==> images/met1.png <==
Scale: 2 px per um.
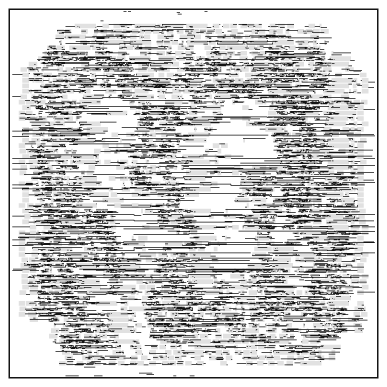
==> images/met2.png <==
Scale: 2 px per um.
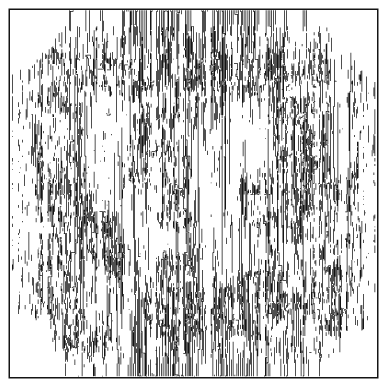
### src/rtl/poly_addsub_stream.sv
// Streaming Kyber polynomial add/sub: LANES coefficients per beat, 1-deep output register.
// Define KYBER_ADD_REDUCE_EN to fully reduce every result into [0, Q).
module poly_addsub_stream #(
  parameter int WIDTH = 12,
  parameter int N     = 256,
  parameter int LANES = 8,
  parameter int Q     = 3329
) (
  input  logic                         clk,
  input  logic                         rst_n,
  input  logic                         start,
  input  logic                         mode,
  output logic                         busy,
  input  logic                         in_valid,
  output logic                         in_ready,
  input  logic [LANES*WIDTH-1:0]       a_in,
  input  logic [LANES*WIDTH-1:0]       b_in,
  output logic                         out_valid,
  input  logic                         out_ready,
  output logic [LANES*(WIDTH+1)-1:0]   r_out,
  output logic                         out_last,
  output logic                         done
);
  localparam int BEATS = N / LANES;
  localparam int CNT_W = (BEATS > 1) ? $clog2(BEATS) : 1;
  localparam logic [CNT_W-1:0] LAST_BEAT = CNT_W'(BEATS - 1);
  localparam int RW = WIDTH + 1;
  localparam int SW = WIDTH + 2;
  localparam logic [SW-1:0] Q_S = SW'(Q);

  localparam logic [1:0] IDLE  = 2'd0;
  localparam logic [1:0] RUN   = 2'd1;
  localparam logic [1:0] FLUSH = 2'd2;

  function automatic logic [RW-1:0] reduce_q(input logic [SW-1:0] s);
`ifdef KYBER_ADD_REDUCE_EN
    logic [SW-1:0] t;
    t = (s >= Q_S) ? (s - Q_S) : s;
    return t[RW-1:0];
`else
    return s[RW-1:0];
`endif
  endfunction

  // Subtraction adds Q so valid inputs never go negative in the WIDTH+2 bit sum.
  function automatic logic [RW-1:0] lane_calc(input logic             sub,
                                               input logic [WIDTH-1:0] a,
                                               input logic [WIDTH-1:0] b);
    logic [SW-1:0] s;
    s = sub ? ({2'b00, a} - {2'b00, b} + Q_S) : ({2'b00, a} + {2'b00, b});
    return reduce_q(s);
  endfunction

  logic [1:0]          state_q, state_d;
  logic [CNT_W-1:0]    beat_in_q, beat_in_d;
  logic [CNT_W-1:0]    beat_out_q, beat_out_d;
  logic                mode_q, mode_d;
  logic                done_q, done_d;
  logic                vld_p1_q, vld_p1_d;
  logic [LANES*RW-1:0] r_p1_q, r_p1_d;
  logic                in_fire, out_fire, last_beat_out;

  assign in_ready      = (state_q == RUN) && (!vld_p1_q || out_ready);
  assign in_fire       = in_valid && in_ready;
  assign out_fire      = vld_p1_q && out_ready;
  assign last_beat_out = (beat_out_q == LAST_BEAT);
  assign out_valid     = vld_p1_q;
  assign out_last      = vld_p1_q && last_beat_out;
  assign r_out         = vld_p1_q ? r_p1_q : '0;
  assign busy          = (state_q != IDLE);
  assign done          = done_q;

  always_comb begin
    state_d    = state_q;
    beat_in_d  = beat_in_q;
    beat_out_d = beat_out_q;
    mode_d     = mode_q;
    done_d     = 1'b0;
    if (out_fire) begin
      beat_out_d = beat_out_q + 1'b1;
    end
    case (state_q)
      IDLE: begin
        // A start coincident with done is deliberately left for the next IDLE cycle.
        if (start && !done_q) begin
          state_d    = RUN;
          beat_in_d  = '0;
          beat_out_d = '0;
          mode_d     = mode;
        end
      end
      RUN: begin
        if (in_fire) begin
          beat_in_d = beat_in_q + 1'b1;
          if (beat_in_q == LAST_BEAT) begin
            state_d = FLUSH;
          end
        end
      end
      FLUSH: begin
        if (out_fire && last_beat_out) begin
          state_d = IDLE;
          done_d  = 1'b1;
        end
      end
      default: state_d = IDLE;
    endcase
  end

  // Stage p1: per-lane add/sub with optional reduction into the output slot.
  always_comb begin
    r_p1_d   = r_p1_q;
    vld_p1_d = vld_p1_q;
    if (in_fire) begin
      vld_p1_d = 1'b1;
      for (int k = 0; k < LANES; k++) begin
        r_p1_d[k*RW +: RW] = lane_calc(mode_q, a_in[k*WIDTH +: WIDTH], b_in[k*WIDTH +: WIDTH]);
      end
    end else if (out_fire) begin
      vld_p1_d = 1'b0;
    end
  end

  always_ff @(posedge clk) begin
    if (!rst_n) begin
      state_q    <= IDLE;
      beat_in_q  <= '0;
      beat_out_q <= '0;
      mode_q     <= 1'b0;
      done_q     <= 1'b0;
      vld_p1_q   <= 1'b0;
    end else begin
      state_q    <= state_d;
      beat_in_q  <= beat_in_d;
      beat_out_q <= beat_out_d;
      mode_q     <= mode_d;
      done_q     <= done_d;
      vld_p1_q   <= vld_p1_d;
    end
  end

  always_ff @(posedge clk) begin
    r_p1_q <= r_p1_d;
  end

endmodule

### config.mk
export PLATFORM = sky130hd
export DESIGN_NAME = poly_addsub_stream
export DESIGN_NICKNAME = d
export VERILOG_FILES = /design/src/rtl/poly_addsub_stream.sv
export SDC_FILE = /design/constraint.sdc
export NUM_CORES = 1
export LEC_CHECK = 0
export CORE_MARGIN = 4
export CORE_UTILIZATION = 48
export CTS_CLUSTER_DIAMETER = 100
export DETAILED_ROUTE_END_ITERATION = 6
export GPL_TIMING_DRIVEN = 0
export PLACE_DENSITY = 0.77
export SYNTH_ARGS = -nofsm -noshare
export SYNTH_HDL_FRONTEND = slang
export SYNTH_SLANG_ARGS = --single-unit
### constraint.sdc
create_clock -name clk -period 3.7 [get_ports clk]
set_input_delay 0.925 -clock clk [delete_from_list [all_inputs] [get_ports clk]]
set_output_delay 0.925 -clock clk [all_outputs]
set_load 0.01 [all_outputs]
==> results.json <==
{
  "gr-usage-all-layers_pct": 24.6,
  "worstSkewPairLatency_ns": 0.43,
  "io-pin-count": 307,
  "syn-cell-area_sq_um": 14800,
  "chipWidth_um": 183,
  "yosys_area_sq_um": 14800,
  "hold_viol_final": 0,
  "cts_root_buffer": "clkbuf_16",
  "crit_family": "AND-OR/OR-AND gates",
  "maxSlewViolCount": 0,
  "via_per_inst": 5.42,
  "synthArstFlopShare_pct": 0,
  "r2r_slack_ns": 0.94,
  "cts_hold_buf": 0,
  "maxCapViolations": 0,
  "post-place-cells": 2418,
  "cp_cell_sequence": "clkdlybuf4s50_1 > inv_1 > ha_1 > ha_4 > a211oi_2 > nor2_1 > or4b_4 > a221oi_4 > nor2b_1 > o41ai_2 > a211oi_2",
  "antenna_found_initial": 4,
  "cts_buffers": 17,
  "ir_worst_vdd_mv": 0.339,
  "crit_path_end_kind": "flip-flop",
  "grt_first_pass_wirelength_mm": 66.4,
  "wl_mm": 42.8,
  "dr.pass1.iters": 5,
  "final.setup.tns_ns": 0,
  "grt-ovfl-total": 0,
  "synth_area_leader_cell": "ha_1",
  "start_kind": "input pin",
  "yosysMostFrequentCell": "ha_1",
  "coreArea_sq_um": 30000,
  "area_growth_pct": 28.8,
  "pre_cts_slack_ns": -0.589,
  "hp-class": "flip-flop to flip-flop",
  "avgSynthCellArea_sq_um": 8.59,
  "ys_seq_elements": 119,
  "ff_type": "edfxtp_1",
  "fin_util_pct": 63.4,
  "drtIter0Drc": 730,
  "tightest_slew_ns": 1.28,
  "io_buffers": 306,
  "gp_congestion": 0.895,
  "fin_hold_ws_ns": 0.471,
  "synth_cell_type_count": 69,
  "critPathMaxStageDelay_ns": 0.52,
  "synthTopCellsByArea": "ha_1 (24%), edfxtp_1 (21%), xnor2_1 (6.2%)",
  "die_area_sq_um": 33700,
  "crit_buf_inv": 2,
  "htree_levels": 4,
  "vias": 13300,
  "final_area_sq_um": 19000,
  "p_leak_nw": 8.33,
  "grt_start_max_net_pins": 42,
  "clock.fmax_mhz": 277,
  "finClkSkew_ns": 0.0110,
  "die_h_um": 183,
  "outcome": "finished, final reports clean",
  "finalCritPeriodShare_pct": 97.7,
  "cp_slowest_cell": "or4b_4",
  "cts_tree": "yes",
  "first_global_vias": 13100,
  "synth_cells": 1720,
  "cts_sinks": 119,
  "edf_count": 104,
  "post-route-drc-count": 0,
  "synth_nets": 2218,
  "finalSetupViolCount": 0,
  "crit_type": "input pin to flip-flop",
  "fillCellCount": 2559,
  "clkTransAtPathRegs_ns": 0.06,
  "warnings": 123,
  "fp_util_pct": 49.2,
  "power.total_mw": 5.61,
  "yosysWarnings": 0,
  "final_cells": 2454,
  "rows": 63
}
About met1.png:
nets with wire on the layer: 2,295
main direction: horizontal
wire length on this layer: 18,000 um

About met2.png:
longest straight run: 77.7 um
wire length on this layer: 20.9 mm
share of all routed wire: 49%

==> layer usage <==
metal | vias to the layer above | share of wire, % | track usage, %
met3 | 69 | 6.5 | 5.26
li1 | 6640 | - | -
met5 | - | 0.089 | 0
met2 | 389 | 49 | 43.3
met4 | 6 | 2.5 | 7.45
met1 | 6199 | 42 | 30.1
==> worst reg2reg max path, cell delays in order (launching register included) <==
cell,delay (ns)
dfxtp_1,0.29
clkbuf_1,0.18
inv_1,0.17
clkbuf_1,0.61
clkbuf_1,0.91
o21ai_0,0.29
==> where the power goes <==
part | leakage, nW | switching, mW | total [mW] | internal [mW]
Clock | 0.259 | 0.656 | 1.60 | 0.940
Combinational | 6.99 | 1.25 | 2.39 | 1.14
Sequential | 1.08 | 0.0170 | 1.62 | 1.61
==> area by class of cell <==
cell class / instances / area (sq um) / area share, %
Multi-Input combinational cell: 1344 / 10400 / 54.8
Sequential cell: 119 / 3420 / 18.0
Timing Repair Buffer: 312 / 3140 / 16.5
Inverter: 222 / 837 / 4.40
Tap cell: 390 / 488 / 2.56
Clock buffer: 21 / 450 / 2.37
Buffer: 34 / 148 / 0.776
Clock inverter: 11 / 101 / 0.533
Antenna cell: 1 / 2.50 / 0.0132
==> registers in the layout (all words and copies together), names as in the netlist <==
signal,flops
mode_q,1
beat_out_q,5
state_q,2
out_valid,1
done,1
beat_in_q,5
r_p1_q,104
==> cells in the final DEF (no fill, tap or decap), types with 17 or more instances in the layout <==
cell	Yosys	routed
a211oi_1	20	20
a21o_1	20	20
a21oi_1	145	143
and2_1	109	109
clkbuf_1	30	31
clkbuf_16	0	17
clkdlybuf4s50_1	0	302
edfxtp_1	104	104
ha_1	284	279
inv_1	222	221
nand2_1	65	65
nand2b_1	45	44
nand3_1	24	24
nor2_1	124	124
nor2b_1	27	27
o21a_1	29	29
o21ai_0	104	103
xnor2_1	104	104
xor2_1	30	30
==> cells by family (layout without fill, tap and decap cells) <==
kind of cell    after synthesis  count (layout)  share of synthesized area (%)
fa+ha+maj                   300             300                           26.2
other cells                   0               1                              0
flops                       119             119                           23.2
buf+inv                     257             600                           6.66
xor+xnor                    134             134                           7.94
simple gates                459             459                           16.2
compound gates              430             430                           18.3
mux                          21              21                           1.50
==> worst paths after layout <==
check,startpoint,end,cells after the start
hold / removal,beat_out_q[4]$_SDFF_PN0_,beat_out_q[4]$_SDFF_PN0_,2
setup / recovery,b_in[74],r_p1_q[90]$_DFFE_PP_,11
hold reg to reg,beat_out_q[4]$_SDFF_PN0_,beat_out_q[4]$_SDFF_PN0_,2
setup reg to reg,mode_q$_SDFFE_PN0P_,r_p1_q[74]$_DFFE_PP_,5
==> what timing repair did <==
item	CTS	global route
gates cloned	0	0
pin swaps	0	6
gates resized	3	15
hold endpoints to repair	0	0
endpoints found under the setup margin	38	9
setup buffers	0	4
Power figures rest on the tool's default switching activity, not on a simulated workload.
